<file path="src/rtl/sprite_row_renderer.sv">
// Scanline sprite renderer: on every swap it advances one display row, walks
// the entity table in address order and copies the intersecting row of each
// entity's sprite from the sprite ROM into the line buffer. Pixels equal to the
// colour key and pixels past the right edge of the line are not written.
module sprite_row_renderer #(
  parameter int SPRITE_DIM = 48,
  parameter int LINE_W     = 640,
  parameter int FRAME_H    = 480,
  parameter int COORD_W    = 10,
  parameter int TYPE_W     = 3,
  parameter int ENT_ADDR_W = 8,
  parameter int PIX_W      = 24,
  parameter int ROM_ADDR_W = 17,
  parameter int ROM_LAT    = 1,
  parameter logic [PIX_W-1:0] TRANSPARENT = 24'hFF00FF
) (
  input  logic                          clk,
  input  logic                          rst_n,
  input  logic                          swap,
  input  logic [ENT_ADDR_W-1:0]         entities_number,
  output logic [ENT_ADDR_W-1:0]         address_read_ent,
  input  logic [TYPE_W+2*COORD_W-1:0]   data_read_ent,
  output logic [ROM_ADDR_W-1:0]         address_read_rom,
  input  logic [PIX_W-1:0]              data_read_rom,
  output logic [COORD_W-1:0]            address_write_row,
  output logic [PIX_W-1:0]              data_write_row,
  output logic                          wren,
  output logic                          busy,
  output logic                          done,
  output logic                          overrun
);

  localparam int ENT_W    = TYPE_W + 2 * COORD_W;
  localparam int SPR_AREA = SPRITE_DIM * SPRITE_DIM;
  localparam int CNT_W    = $clog2(SPRITE_DIM + ROM_LAT + 2);

  typedef enum logic [2:0] {
    S_IDLE, S_FETCH, S_TEST, S_DRAW, S_DRAIN, S_FINISH
  } state_t;

  state_t                  state, state_nx;
  logic [COORD_W-1:0]      row;
  logic [ENT_ADDR_W-1:0]   ent_idx, ent_count, ent_idx_inc;
  logic [CNT_W-1:0]        cnt;
  logic [COORD_W:0]        draw_col;
  logic [ROM_ADDR_W-1:0]   rom_addr, base_addr;

  // Column/valid tags travelling alongside the ROM read, ROM_LAT deep.
  logic                    pipe_v   [ROM_LAT];
  logic [COORD_W:0]        pipe_col [ROM_LAT];

  // Entity word fields and hit test for the current row.
  logic [TYPE_W-1:0]       ent_type;
  logic [COORD_W-1:0]      ent_row, ent_col, row_off;
  logic [COORD_W:0]        row_end;
  logic                    hit, last_ent, pix_ok;

  assign ent_type    = data_read_ent[ENT_W-1 -: TYPE_W];
  assign ent_row     = data_read_ent[2*COORD_W-1 -: COORD_W];
  assign ent_col     = data_read_ent[COORD_W-1:0];
  // Bottom edge in one extra bit so sprites near the coordinate limit never wrap.
  assign row_end     = {1'b0, ent_row} + (COORD_W+1)'(SPRITE_DIM);
  assign hit         = (row >= ent_row) && ({1'b0, row} < row_end);
  assign row_off     = row - ent_row;
  assign base_addr   = ROM_ADDR_W'(ent_type) * ROM_ADDR_W'(SPR_AREA)
                     + ROM_ADDR_W'(row_off) * ROM_ADDR_W'(SPRITE_DIM);
  assign ent_idx_inc = ent_idx + 1'b1;
  assign last_ent    = (ent_idx_inc == ent_count);

  // Pixel leaving the ROM is written unless it is the colour key or off the line.
  assign pix_ok = pipe_v[ROM_LAT-1] && (data_read_rom != TRANSPARENT)
               && (pipe_col[ROM_LAT-1] < (COORD_W+1)'(LINE_W));

  assign address_read_ent = ent_idx;
  assign address_read_rom = rom_addr;
  assign busy = state inside {S_FETCH, S_TEST, S_DRAW, S_DRAIN};
  assign done = (state == S_FINISH);

  // State register.
  always_ff @(posedge clk or negedge rst_n) begin
    // NOTE: clocked state uses non-blocking assignments so every register
    // samples pre-edge values regardless of block or statement order.
    if (!rst_n) state <= S_IDLE;
    else        state <= state_nx;
  end

  // Next-state logic; a swap always restarts the walk, aborting if needed.
  always_comb begin
    // NOTE: default first so no path through the case leaves state_nx
    // unassigned, which would otherwise infer a latch.
    state_nx = state;
    if (swap) begin
      state_nx = S_FETCH;
    end else begin
      case (state)
        S_FETCH:  state_nx = (ent_count == '0) ? S_FINISH : S_TEST;
        S_TEST:   state_nx = hit ? S_DRAW : (last_ent ? S_FINISH : S_FETCH);
        S_DRAW:   if (cnt == CNT_W'(SPRITE_DIM-1)) state_nx = S_DRAIN;
        S_DRAIN:  if (cnt == CNT_W'(ROM_LAT)) state_nx = last_ent ? S_FINISH : S_FETCH;
        S_FINISH: state_nx = S_IDLE;
        default:  state_nx = S_IDLE;
      endcase
    end
  end

  // Row counter, entity walk, ROM address generation and overrun flag.
  always_ff @(posedge clk or negedge rst_n) begin
    if (!rst_n) begin
      row       <= COORD_W'(FRAME_H-1);
      ent_idx   <= '0;
      ent_count <= '0;
      cnt       <= '0;
      draw_col  <= '0;
      rom_addr  <= '0;
      overrun   <= 1'b0;
    end else begin
      overrun <= swap && busy;
      if (swap) begin
        row       <= (row == COORD_W'(FRAME_H-1)) ? '0 : row + 1'b1;
        ent_idx   <= '0;
        ent_count <= entities_number;
        cnt       <= '0;
      end else begin
        case (state)
          S_TEST: begin
            if (hit) begin
              rom_addr <= base_addr;
              draw_col <= {1'b0, ent_col};
              cnt      <= '0;
            end else if (!last_ent) begin
              ent_idx  <= ent_idx_inc;
            end
          end
          S_DRAW: begin
            if (cnt == CNT_W'(SPRITE_DIM-1)) begin
              cnt      <= '0;
            end else begin
              cnt      <= cnt + 1'b1;
              rom_addr <= rom_addr + 1'b1;
              draw_col <= draw_col + 1'b1;
            end
          end
          S_DRAIN: begin
            if (cnt == CNT_W'(ROM_LAT)) begin
              cnt <= '0;
              if (!last_ent) ent_idx <= ent_idx_inc;
            end else begin
              cnt <= cnt + 1'b1;
            end
          end
          default: ;
        endcase
      end
    end
  end

  // Tag pipeline aligned with ROM latency, then the registered write port.
  always_ff @(posedge clk or negedge rst_n) begin
    if (!rst_n) begin
      // NOTE: the tag pipeline is a handful of flops, not a RAM, so it is
      // reset; a stale valid bit would otherwise fire a write after reset.
      for (int i = 0; i < ROM_LAT; i++) begin
        pipe_v[i]   <= 1'b0;
        pipe_col[i] <= '0;
      end
      wren              <= 1'b0;
      address_write_row <= '0;
      data_write_row    <= '0;
    end else if (swap) begin
      for (int i = 0; i < ROM_LAT; i++) pipe_v[i] <= 1'b0;
      wren              <= 1'b0;
      address_write_row <= '0;
      data_write_row    <= '0;
    end else begin
      pipe_v[0]   <= (state == S_DRAW);
      pipe_col[0] <= draw_col;
      for (int i = 1; i < ROM_LAT; i++) begin
        pipe_v[i]   <= pipe_v[i-1];
        pipe_col[i] <= pipe_col[i-1];
      end
      wren              <= pix_ok;
      address_write_row <= pix_ok ? pipe_col[ROM_LAT-1][COORD_W-1:0] : '0;
      data_write_row    <= pix_ok ? data_read_rom : '0;
    end
  end

endmodule

</file>
<file path="config.mk">
export PLATFORM = sky130hd
export DESIGN_NAME = sprite_row_renderer
export DESIGN_NICKNAME = d
export VERILOG_FILES = /design/src/rtl/sprite_row_renderer.sv
export SDC_FILE = /design/constraint.sdc
export NUM_CORES = 1
export LEC_CHECK = 0
export CAP_MARGIN = 20
export CORE_MARGIN = 10
export CORE_UTILIZATION = 26
export DETAILED_ROUTE_END_ITERATION = 10
export GPL_TIMING_DRIVEN = 0
export HOLD_SLACK_MARGIN = 0.05
export PLACE_DENSITY = 0.49
export SYNTH_ARGS = -nofsm -noshare
export SYNTH_HDL_FRONTEND = slang
export SYNTH_SLANG_ARGS = --single-unit
</file>
<file path="constraint.sdc">
create_clock -name clk -period 10.1 [get_ports clk]
set_input_delay 1.515 -clock clk [delete_from_list [all_inputs] [get_ports clk]]
set_output_delay 1.515 -clock clk [all_outputs]
set_load 0.01 [all_outputs]
</file>
==> run_results.csv, run 1 <==
group,metric,value,unit
power_and_ir_drop,top_power_group,"combinational logic",
synthesis,yosysTopAreaCell,"dfrtp_1",
cts,clock_tree.htree_level_count,3,
cts,clock.latency.late_pin,0.37,ns
synthesis,ys.flop_type,"dfrtp_1",
placement,dp.cells,1150,
global_route,gr-usage-met3,0.0261,
floorplanning,std_cell_rows,58,
cts,cts_resized,0,
final_timing,slew_headroom,0.367,
synthesis,common_cells,"dfrtp_1 (103), nand2_1 (68), a21oi_1 (54), nor2_1 (51), o21ai_0 (45)",
final_timing,tightest_slew,0.941,ns
power_and_ir_drop,ir_drop,0.000199,V
power_and_ir_drop,powerComb,0.00141,W
critical_path,worst-path-max-fanout,5,
final_timing,hold_violations,0,
flow_run,warnings,30,
critical_path,crit_buf_inv,1,
power_and_ir_drop,p_sw_frac,0.434,
synthesis,yosys-top-cells-area,"dfrtp_1 (39%), ha_1 (7.6%), xnor2_1 (4.2%)",
synthesis,async_flop_share,1.00,
cts,cts.root.buffer_cell,"clkbuf_16",
final_timing,slew_violations,0,
critical_path,end_kind,"flip-flop",
final_timing,fmax,178,MHz
outcome,outcome,"finished clean",
power_and_ir_drop,pg_clk,0.000375,W
cts,holdBufCountCts,0,
synthesis,synth_cell_type_count,66,
power_and_ir_drop,p_sw,0.00106,W
detailed_routing,via_per_inst,4.70,
power_and_ir_drop,power.density,286,nW/um^2
synthesis,yosysWarnings,0,
final_timing,rsz0062_at_grt,"no",
final_timing,setup_tns,0,ns
power_and_ir_drop,pg_seq,0.000663,W
flow_run,maxCapViolCount,0,
floorplanning,dieWidth,179,um
critical_path,worst-setup-path-type,"in2reg",
synthesis,synth_top_area_share,0.391,
synthesis,ys_cells,700,
synthesis,top_cell,"dfrtp_1",
cells_and_area,final_cell_count_no_fill,1166,
hold_path,hp-class,"reg2reg",
global_route,grt_use_met2,0.187,
cells_and_area,stdcell_area,8550,um^2
power_and_ir_drop,internal_power,0.00138,W
floorplanning,ios,121,
cts,clock-sinks,111,
cells_and_area,nets,932,
cells_and_area,layout-drive-gt1-share,0.0825,
floorplanning,fp-utilization,0.263,
final_timing,setup_viol,0,
synthesis,ys_ff,111,
synthesis,synthesis.area,6600,um^2
global_route,top_usage_layer,"met2",
placement,hpwl,14200,um
critical_path,critPathLaunchType,"input port",
floorplanning,core_area,25100,um^2
detailed_routing,drtPass1Iterations,5,
cts,cts_inserted_buffers,9,
critical_path,worstPathArrival,5.86,ns
power_and_ir_drop,p_clk_frac,0.153,
detailed_routing,drc,0,
cts,postCtsSetupBuffers,0,
cts,cts_buffer_depth,2,
synthesis,netlist_instances,700,
synthesis,synth.net_count,801,
detailed_routing,dr.first_iter.drc_count,382,
global_route,antenna_found_initial,0,
cells_and_area,layout_top_cell,"clkdlybuf4s50_1",
global_route,grt_max_degree,71,
final_timing,min_period,5.60,ns
detailed_routing,ant_nets,0,
placement,port_buffers,119,
synthesis,yosys_area,6600,um^2
global_route,grt_first_pass_wirelength,30000,um
placement,place_area,8230,um^2
critical_path,critPathSlowestCell,"clkdlybuf4s50_1",
floorplanning,dieArea,32200,um^2
power_and_ir_drop,seq_power_share,0.271,
floorplanning,die_y,179,um
final_timing,period_used_share,0.555,
cells_and_area,areaGrowthSynthToFinish,29.5,%
power_and_ir_drop,p_leak,3.61,nW
cts,cts_tree,"yes",
power_and_ir_drop,combPwrFrac,0.575,
cells_and_area,num_antenna_cells,0,
critical_path,required,10.36,ns
critical_path,crit_chain,"clkdlybuf4s50_1 -> ha_1 -> fa_1 -> nand2b_1 -> a21oi_1 -> and2_1 -> nor2_1 -> ha_1 -> o21a_1 -> o31a_1 -> a21oi_1 -> ha_1 -> a21o_1 -> a21oi_1 -> o21bai_1 -> a21oi_1 -> nor2b_1 -> o21ai_0 -> xor2_1 -> a221o_1",
final_timing,fin_skew,0.0134,ns
critical_path,max_stage_delay,0.44,ns
global_route,grt_pass1_vias,5673,
synthesis,avgSynthCellArea,9.43,um^2
cts,clk_pin_slew,0.09,ns
global_route,grt-ovfl-total,0,
synthesis,synth-edff-count,0,
critical_path,cpMostUsedCell,"a21oi_1",
critical_path,path_delay_family,"AND-OR/OR-AND gates",
placement,place_congestion,0.786,
synthesis,ys_seq_share,0.422,
cells_and_area,final_util,0.340,
cells_and_area,final_cell_mix,"clkdlybuf4s50_1 (118), dfrtp_1 (103), nand2_1 (68)",
[run 1: worst paths after layout]
check	startpoint	to	slack, ns	cells past startpoint
worst max-delay path	data_read_ent[10]	address_read_rom[15]	4.50	20
worst min-delay path	pipe_col[5]	address_write_row[5]	0.48	1
worst max register to register	row[0]	address_read_rom[15]	5.49	20
worst min register to register	pipe_col[5]	address_write_row[5]	0.48	1
max in group asynchronous	rst_n	address_read_rom[13]	8.35	2
min in group asynchronous	rst_n	data_write_row[6]	1.06	1
[run 1: stage by stage]
step                worst slack [ns]  power [W]  hold WS (ns)
floorplan                       5.00    0.00168         0.445
global placement                2.81    0.00209         0.459
detailed placement              4.08    0.00209         0.459
CTS                             4.48    0.00249         0.481
global route                    4.23    0.00271         0.507
finish                          4.50    0.00244         0.475
[run 1: registers in the layout (all words and copies together) (netlist names), 3 cells and up]
name               cells
address_read_ent       8
address_read_rom      17
address_write_row     10
cnt                    6
data_write_row        24
draw_col              11
ent_count              8
pipe_col              11
row                   10
state                  3
[run 1: layer usage]
layer | wire length, um | share of wire | vias up
met5 | 0 | 0 | -
met4 | 238 | 0.013 | 0
met3 | 1160 | 0.062 | 15
met2 | 8330 | 0.45 | 112
met1 | 8850 | 0.48 | 2622
li1 | - | - | 2732
[run 1: cell type report]
cell class                      count  area, um^2
Sequential cell                   111        2790
Buffer                             25         144
Multi-Input combinational cell    530        3540
Clock buffer                        9         225
Clock inverter                      7        91.3
Inverter                           34         128
Tap cell                          330         413
Timing Repair Buffer              120        1220
Fill cell                        2647       16600
[run 1: logic make-up after synthesis]
group                      after synthesis  synth area share
AOI/OAI and AO/OA                      158             0.148
xor gates and xnor gates                46            0.0631
adders and majority gates               43            0.0849
buffers and inverters                   59            0.0411
DFF                                    111             0.422
muxes                                   23            0.0387
and+or+nand+nor                        260             0.202
run_1/placement_by_type.png
Bar = 50 um. Fill, decap, tap and diode cells in grey.
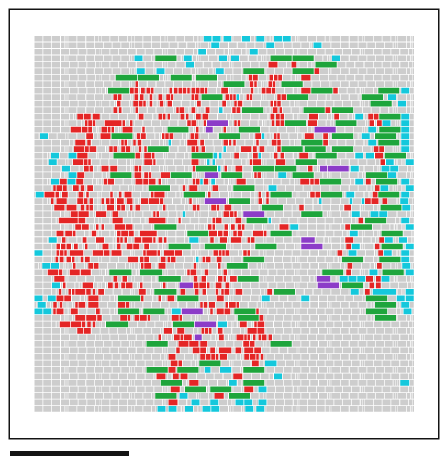
Key: green = sequential cells [cells 111]; purple = clock drivers and dummy loads [cells 16]; red = combinational and other logic [cells 564]; cyan = remaining buffers and delay cells [cells 145]

run_1/layer_met1.png
Supply wires on this layer in grey.
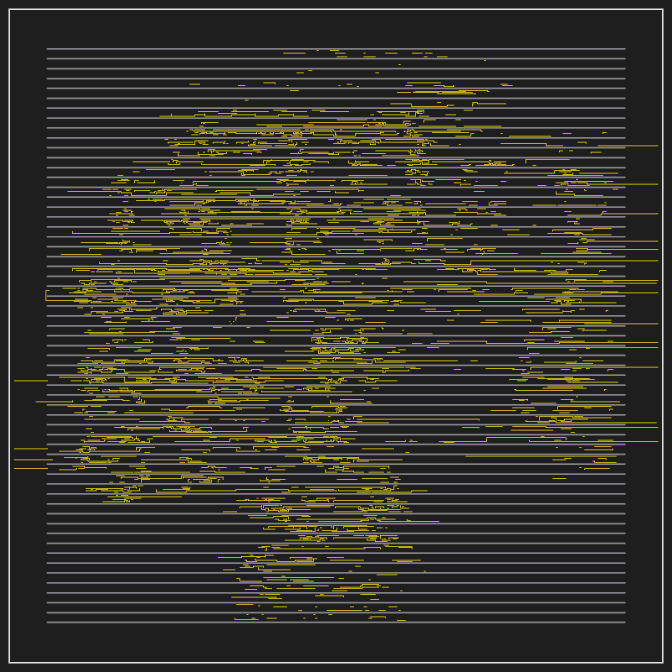
The longest straight run is 51.5 um. The wires run mostly horizontal. The layer carries 8,850 um of wire.
met1 Use GR: 0.155
via count: 5,481
WL final: 18,600 um

run_1/wires.png
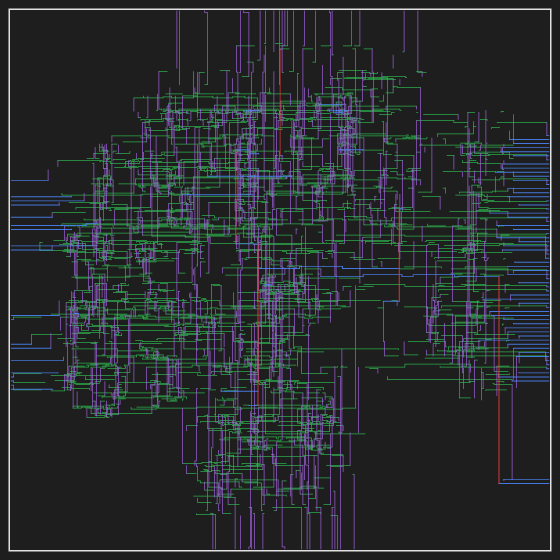
Key: green = metal 1 [wire length 8,850 um]; red = metal 4 [wire length 239 um]; blue = metal 3 [wire length 1,160 um]; purple = metal 2 [wire length 8,330 um]

run_1/metal_density.png
36 x 36 tiles, from black (low) to pale yellow (high), scaled to the fullest tile. Values are wire area over tile area, all layers added.
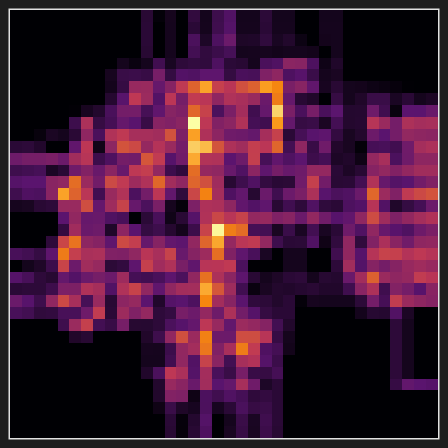
The densest ninth of the die: middle. 32% of the tiles are nearly empty. The fullest tile reaches 0.48. The emptiest ninth of the die: bottom right.
WL/cell: 15.9 um
GRT Overall Usage: 0.117

run_1/placement.png
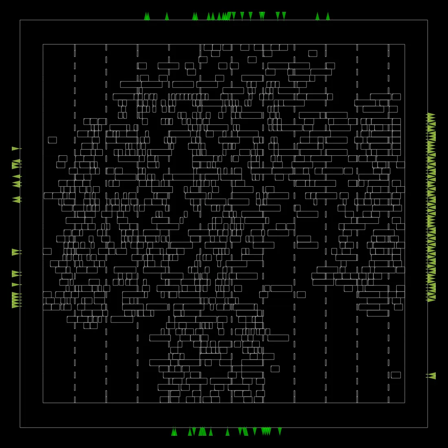

## Run 2: what changed since run 1
--- a/config.mk
+++ b/config.mk
@@ -11,7 +11,7 @@
 export DETAILED_ROUTE_END_ITERATION = 10
 export GPL_TIMING_DRIVEN = 0
 export HOLD_SLACK_MARGIN = 0.05
-export PLACE_DENSITY = 0.49
+export PLACE_DENSITY = 0.51
 export SYNTH_ARGS = -nofsm -noshare
 export SYNTH_HDL_FRONTEND = slang
 export SYNTH_SLANG_ARGS = --single-unit
==> constraint.sdc (replaced) <==
create_clock -name clk -period 4.6 [get_ports clk]
set_input_delay 0.69 -clock clk [delete_from_list [all_inputs] [get_ports clk]]
set_output_delay 0.69 -clock clk [all_outputs]
set_load 0.01 [all_outputs]
run_2/placement.png
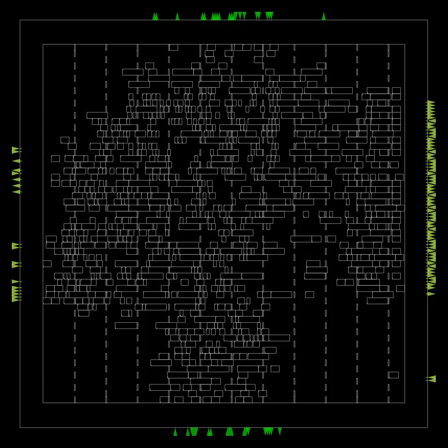
tap cells: 330
Final Core Density: 0.347
post-route insts no fill: 1,171

run_2/layer_met1.png
Supply wires on this layer in grey.
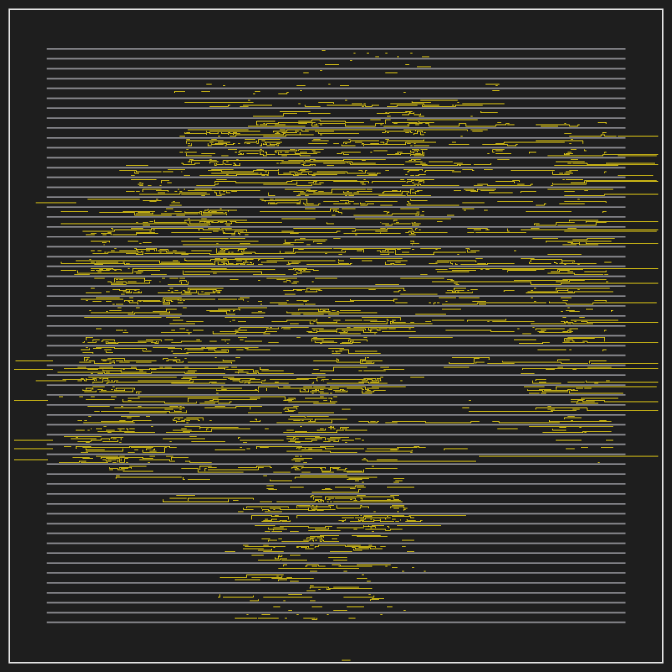
The wires run mostly horizontal. The layer holds 47% of the routed length. The longest straight run is 57.5 um. 843 nets have wire on it. The layer carries 8,790 um of wire.
WL final: 18,800 um
via count: 5,519
met1 Use GR: 0.156

==> run_results.csv, run 2 <==
group,metric,value,unit
cts,holdBufCountCts,0,
final_timing,period_used_share,0.965,
power_and_ir_drop,p_leak,3.66,nW
synthesis,ys_ff,111,
global_route,grt_use_met2,0.191,
critical_path,worst-setup-path-type,"in2reg",
power_and_ir_drop,internal_power,0.00332,W
outcome,outcome,"finished clean",
global_route,grtUsageTotal,0.118,
cells_and_area,num_antenna_cells,0,
floorplanning,std_cell_rows,58,
power_and_ir_drop,finalPower,0.00583,W
placement,place_congestion,0.808,
critical_path,critPathLaunchType,"input port",
cells_and_area,layout-drive-gt1-share,0.115,
critical_path,max_stage_delay,0.45,ns
synthesis,synth_top_area_share,0.391,
power_and_ir_drop,seq_power_share,0.250,
hold_path,hp-class,"in2async",
power_and_ir_drop,powerComb,0.00356,W
cts,postCtsSetupBuffers,1,
synthesis,netlist_instances,700,
detailed_routing,ant_nets,0,
floorplanning,dieArea,32200,um^2
synthesis,ys_seq_share,0.422,
detailed_routing,dr.first_iter.drc_count,374,
cts,cts.root.buffer_cell,"clkbuf_16",
final_timing,setup_tns,0,ns
final_timing,tightest_slew,0.976,ns
cts,cts_buffer_depth,2,
placement,place_ws,-0.575,ns
power_and_ir_drop,pg_seq,0.00146,W
synthesis,yosysWarnings,0,
power_and_ir_drop,ir_drop,0.000459,V
final_timing,fmax,225,MHz
critical_path,required,4.84,ns
final_timing,slew_headroom,0.343,
cts,clk_pin_slew,0.08,ns
detailed_routing,via_per_inst,4.71,
synthesis,top_cell,"dfrtp_1",
critical_path,worst-path-max-fanout,3,
cts,clock-sinks,111,
power_and_ir_drop,combPwrFrac,0.610,
critical_path,path_delay_family,"adder cells",
final_timing,min_period,4.44,ns
synthesis,yosysTopAreaCell,"dfrtp_1",
cts,cts_tree,"yes",
detailed_routing,drc,0,
final_timing,setup_viol,0,
cells_and_area,fillers,2595,
final_timing,finalWorstSetupSlack,0.163,ns
cts,cts_resized,9,
synthesis,yosys-top-cells-area,"dfrtp_1 (39%), ha_1 (7.6%), xnor2_1 (4.2%)",
final_timing,fin_skew,0.0111,ns
power_and_ir_drop,top_power_group,"combinational logic",
critical_path,end_kind,"flip-flop",
cells_and_area,layout_top_cell,"clkdlybuf4s50_1",
global_route,antenna_found_initial,0,
global_route,gr-usage-met3,0.0249,
global_route,grt-ovfl-total,0,
synthesis,synth-edff-count,0,
placement,port_buffers,119,
cells_and_area,final_cell_mix,"clkdlybuf4s50_1 (117), dfrtp_1 (103), nand2_1 (68)",
critical_path,crit_buf_inv,2,
synthesis,ys_cells,700,
critical_path,worstPathArrival,4.68,ns
power_and_ir_drop,p_sw_frac,0.431,
floorplanning,fp-utilization,0.263,
power_and_ir_drop,pg_clk,0.000816,W
cells_and_area,top_register,"data_write_row",
power_and_ir_drop,p_sw,0.00251,W
floorplanning,core_area,25100,um^2
cells_and_area,nets,937,
synthesis,synthesis.area,6600,um^2
synthesis,common_cells,"dfrtp_1 (103), nand2_1 (68), a21oi_1 (54), nor2_1 (51), o21ai_0 (45)",
cts,clock.latency.late_pin,0.36,ns
final_timing,hold_violations,0,
global_route,top_usage_layer,"met2",
flow_run,maxCapViolCount,0,
critical_path,crit_chain,"clkdlybuf4s50_1 -> ha_2 -> fa_2 -> nand2b_1 -> a21oi_2 -> and2_4 -> o21a_1 -> nor2_1 -> xnor2_1 -> buf_4 -> ha_1 -> o21ai_1 -> o21bai_1 -> a21o_1 -> xor2_2 -> ha_1 -> nor2b_1 -> o21ai_1 -> xor2_1 -> a221o_1",
cts,cts_inserted_buffers,9,
detailed_routing,wire_per_inst,16.0,um
power_and_ir_drop,p_clk_frac,0.140,
global_route,grt_max_degree,91,
synthesis,synth_cell_type_count,66,
synthesis,yosys_area,6600,um^2
floorplanning,dieWidth,179,um
synthesis,synth.net_count,801,
==> run 2: cell counts after synthesis <==
No cell type changed its count.
==> run 2: cells by family (layout without fill, tap and decap cells) <==
logic type | count (synthesis) | after routing | synth area share
simple gates | 260 | 260 | 0.202
xor+xnor | 46 | 46 | 0.0631
mux | 23 | 23 | 0.0387
fa+ha+maj | 43 | 43 | 0.0849
compound gates | 158 | 158 | 0.148
buf+inv | 59 | 200 | 0.0411
flops | 111 | 111 | 0.422
==> run 2: metrics by stage <==
| step | cell area, um^2 | util |
|---|---|---|
| finish | 8710 | 0.347 |
| global route | 8710 | 0.347 |
| CTS | 8580 | 0.342 |
| detailed placement | 8230 | 0.328 |
| global placement | 8200 | 0.327 |
| floorplan | 6600 | - |
==> run 2: final timing paths <==
kind	from	to	slack (ns)	depth (start not counted)
hold / removal	rst_n	state[2]	0.18	1
max in group asynchronous	rst_n	row[2]	3.68	2
setup / recovery	data_read_ent[10]	address_read_rom[15]	0.16	20
setup reg to reg	row[0]	address_read_rom[15]	0.35	20
min in group clk	pipe_col[3]	address_write_row[3]	0.48	1
hold reg to reg	pipe_col[3]	address_write_row[3]	0.48	1
==> run 2: metal layers <==
layer,vias up,wire [um],part of all wire
li1,2733,-,-
met5,-,0,0
met1,2630,8790,0.47
met3,24,1090,0.058
met2,132,8570,0.46
met4,0,333,0.018
==> run 2: area by class of cell <==
type                       instances  area [um^2]  share of cell area
sequential                       111         2790               0.320
multi-input combinational        530         3670               0.421
timing repair buffer             125         1260               0.145
buffer                            25          144              0.0165
inverter                          34          128              0.0146
clock buffer                       9          225              0.0258
clock inverter                     7         85.1             0.00976
tap                              330          413              0.0474
run_2/wires.png
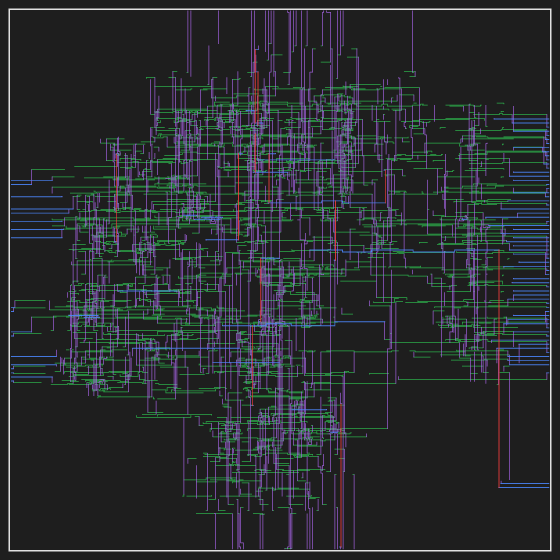

## Run 3: what changed since run 2
--- a/config.mk
+++ b/config.mk
@@ -9,7 +9,6 @@
 export CORE_MARGIN = 10
 export CORE_UTILIZATION = 26
 export DETAILED_ROUTE_END_ITERATION = 10
-export GPL_TIMING_DRIVEN = 0
 export HOLD_SLACK_MARGIN = 0.05
 export PLACE_DENSITY = 0.51
 export SYNTH_ARGS = -nofsm -noshare
run_3/wires.png
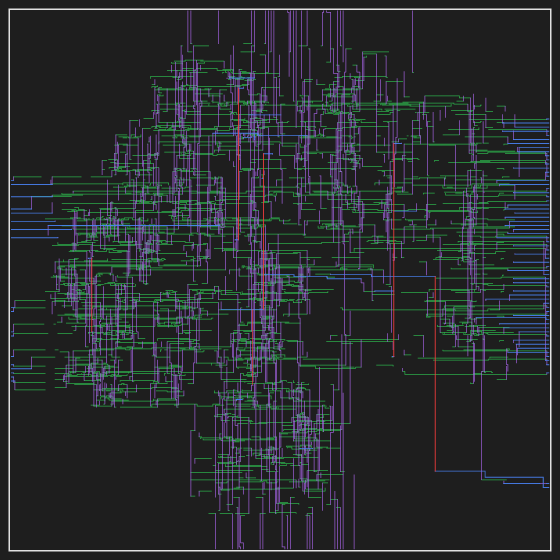
Key: green = metal 1 [wire length 8,660 um]; red = metal 4 [wire length 287 um]; blue = metal 3 [wire length 924 um]; purple = metal 2 [wire length 8,030 um]
via count: 5,483
WL final: 17,900 um
GRT Overall Usage: 0.110
WL/cell: 15.2 um

==> run_results.csv, run 3 <==
group,metric,value,unit
outcome,outcome,"finished clean",
synthesis,ys_sh_aoi,0.148,
global_route,grt_first_pass_wirelength,28600,um
flow_run,warnings,30,
power_and_ir_drop,ir_drop,0.000478,V
cts,holdBufCountCts,0,
cells_and_area,layout-drive-gt1-share,0.129,
placement,hpwl,13700,um
synthesis,netlist_instances,700,
synthesis,ys_cells,700,
detailed_routing,via_per_inst,4.64,
power_and_ir_drop,combPwrFrac,0.630,
global_route,grt-ovfl-total,0,
cells_and_area,final_util,0.348,
cells_and_area,fillers,2637,
cells_and_area,areaGrowthSynthToFinish,32.2,%
power_and_ir_drop,power.density,702,nW/um^2
detailed_routing,wl_met3,923,um
cts,clock.latency.late_pin,0.37,ns
floorplanning,std_cell_rows,58,
synthesis,yosysWarnings,0,
power_and_ir_drop,seq_power_share,0.237,
cts,cts_buffer_depth,2,
floorplanning,dieWidth,179,um
power_and_ir_drop,finalPower,0.00612,W
placement,port_buffers,120,
synthesis,synth.net_count,801,
cts,clock-sinks,111,
final_timing,fin_skew,0.0137,ns
critical_path,critPathSlowestCell,"fa_1",
hold_path,hp-class,"in2async",
final_timing,slew_violations,0,
critical_path,path_delay_family,"AND-OR/OR-AND gates",
critical_path,required,4.85,ns
cts,cts_tree,"yes",
synthesis,simple_gate_area_frac,0.202,
final_timing,setup_tns,0,ns
critical_path,worst-path-max-fanout,3,
final_timing,period_used_share,0.948,
detailed_routing,drc,0,
final_timing,fmax,229,MHz
cts,cts_inserted_buffers,9,
synthesis,synth_top_area_share,0.391,
power_and_ir_drop,internal_power,0.00359,W
final_timing,min_period,4.36,ns
final_timing,setup_viol,0,
detailed_routing,route.top_layer_used,"met4",
floorplanning,fp-utilization,0.263,
synthesis,synth_adder_area_share,0.0849,
placement,place_area,8370,um^2
synthesis,ys.flop_type,"dfrtp_1",
critical_path,critPathLaunchType,"input port",
synthesis,avgSynthCellArea,9.43,um^2
synthesis,ys_ff,111,
global_route,antenna_found_initial,0,
critical_path,crit_chain,"clkdlybuf4s50_1 -> ha_1 -> fa_1 -> buf_4 -> xnor2_1 -> buf_4 -> inv_1 -> fa_1 -> nor2b_2 -> o31a_1 -> a21oi_2 -> ha_1 -> a21o_1 -> a21oi_2 -> o21bai_1 -> a21oi_1 -> nor2b_1 -> o21ai_1 -> xor2_1 -> a221o_1",
detailed_routing,ant_nets,0,
critical_path,end_kind,"flip-flop",
global_route,grt_max_degree,67,
final_timing,slew_headroom,0.392,
cells_and_area,stdcell_area,8730,um^2
cells_and_area,layout_top_cell,"clkdlybuf4s50_1",
synthesis,common_cells,"dfrtp_1 (103), nand2_1 (68), a21oi_1 (54), nor2_1 (51), o21ai_0 (45)",
synthesis,yosys.area_share.xor_xnor,0.0631,
floorplanning,ios,121,
detailed_routing,m1WireLength,8660,um
detailed_routing,route.met2.wl,8030,um
detailed_routing,dr.first_iter.drc_count,217,
cells_and_area,top_register,"data_write_row",
synthesis,yosys-top-cells-area,"dfrtp_1 (39%), ha_1 (7.6%), xnor2_1 (4.2%)",
critical_path,worstPathArrival,4.61,ns
cells_and_area,largest_reg_flops,24,
cts,clock_tree.htree_level_count,3,
cts,cts.root.buffer_cell,"clkbuf_16",
synthesis,logic_family,"simple AND/OR/NAND/NOR gates",
final_timing,hold_violations,0,
final_timing,tightest_slew,0.911,ns
cells_and_area,final_cell_mix,"clkdlybuf4s50_1 (118), dfrtp_1 (103), nand2_1 (68)",
placement,place_ws,-0.338,ns
floorplanning,die_y,179,um
synthesis,async_flop_share,1.00,
synthesis,yosys_area,6600,um^2
power_and_ir_drop,p_sw_frac,0.413,
synthesis,synthesis.area,6600,um^2
floorplanning,core_area,25100,um^2
placement,place_congestion,0.813,
critical_path,max_stage_delay,0.45,ns
cells_and_area,num_antenna_cells,0,
power_and_ir_drop,p_sw,0.00253,W
cts,clk_pin_slew,0.08,ns
critical_path,worst-setup-path-type,"in2reg",
run_3/placement.png
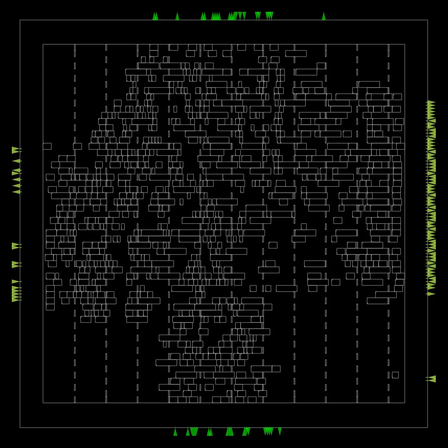
Seq area share: 0.319
post-route insts no fill: 1,181

[run 3: layer usage]
layer	GRT usage	vias up
li1	-	2757
met5	0	-
met4	0.0369	0
met1	0.147	2591
met2	0.174	119
met3	0.0200	16
[run 3: layout make-up]
type                    count  area [um^2]  share of cell area
inverters                  34          128              0.0146
clock buffers               9          225              0.0258
flip-flops and latches    111         2790               0.319
multi-input cells         530         3580               0.411
well taps                 330          413              0.0473
repair buffers            160         1510               0.173
clock inverters             7         85.1             0.00975
[run 3: worst paths after layout]
kind | cells past startpoint | slack, ns | startpoint | to
setup / recovery | 20 | 0.24 | data_read_ent[10] | address_read_rom[15]
hold / removal | 1 | 0.43 | rst_n | data_write_row[5]
setup reg to reg | 20 | 0.33 | row[0] | address_read_rom[15]
hold reg to reg | 1 | 0.48 | pipe_col[6] | address_write_row[6]
max in group asynchronous | 2 | 3.22 | rst_n | row[3]
min in group clk | 1 | 0.48 | pipe_col[6] | address_write_row[6]
[run 3: per-stage QoR]
stage,hold WS [ns],cells
after floorplan,0.394,700
after global placement,0.458,1164
after detailed placement,0.462,1164
after CTS,0.475,1180
after global routing,0.509,1181
final,0.431,1181
[run 3: what timing repair did]
item,CTS,global route
endpoints found under the hold margin,0,0
endpoints found under the setup margin,0,4
gates resized,0,12
setup buffers,0,1
[run 3: power by group through the flow]
stage | clock network, W | registers [W] | logic [W]
2_1_floorplan | 0 | 0.00143 | 0.00226
3_3_place_gp | 0 | 0.00147 | 0.00371
6_report | 0.000812 | 0.00145 | 0.00386
5_1_grt | 0.000881 | 0.00150 | 0.00435
3_5_place_dp | 0 | 0.00147 | 0.00374
4_1_cts | 0.000845 | 0.00145 | 0.00376
Power figures rest on the tool's default switching activity, not on a simulated workload.
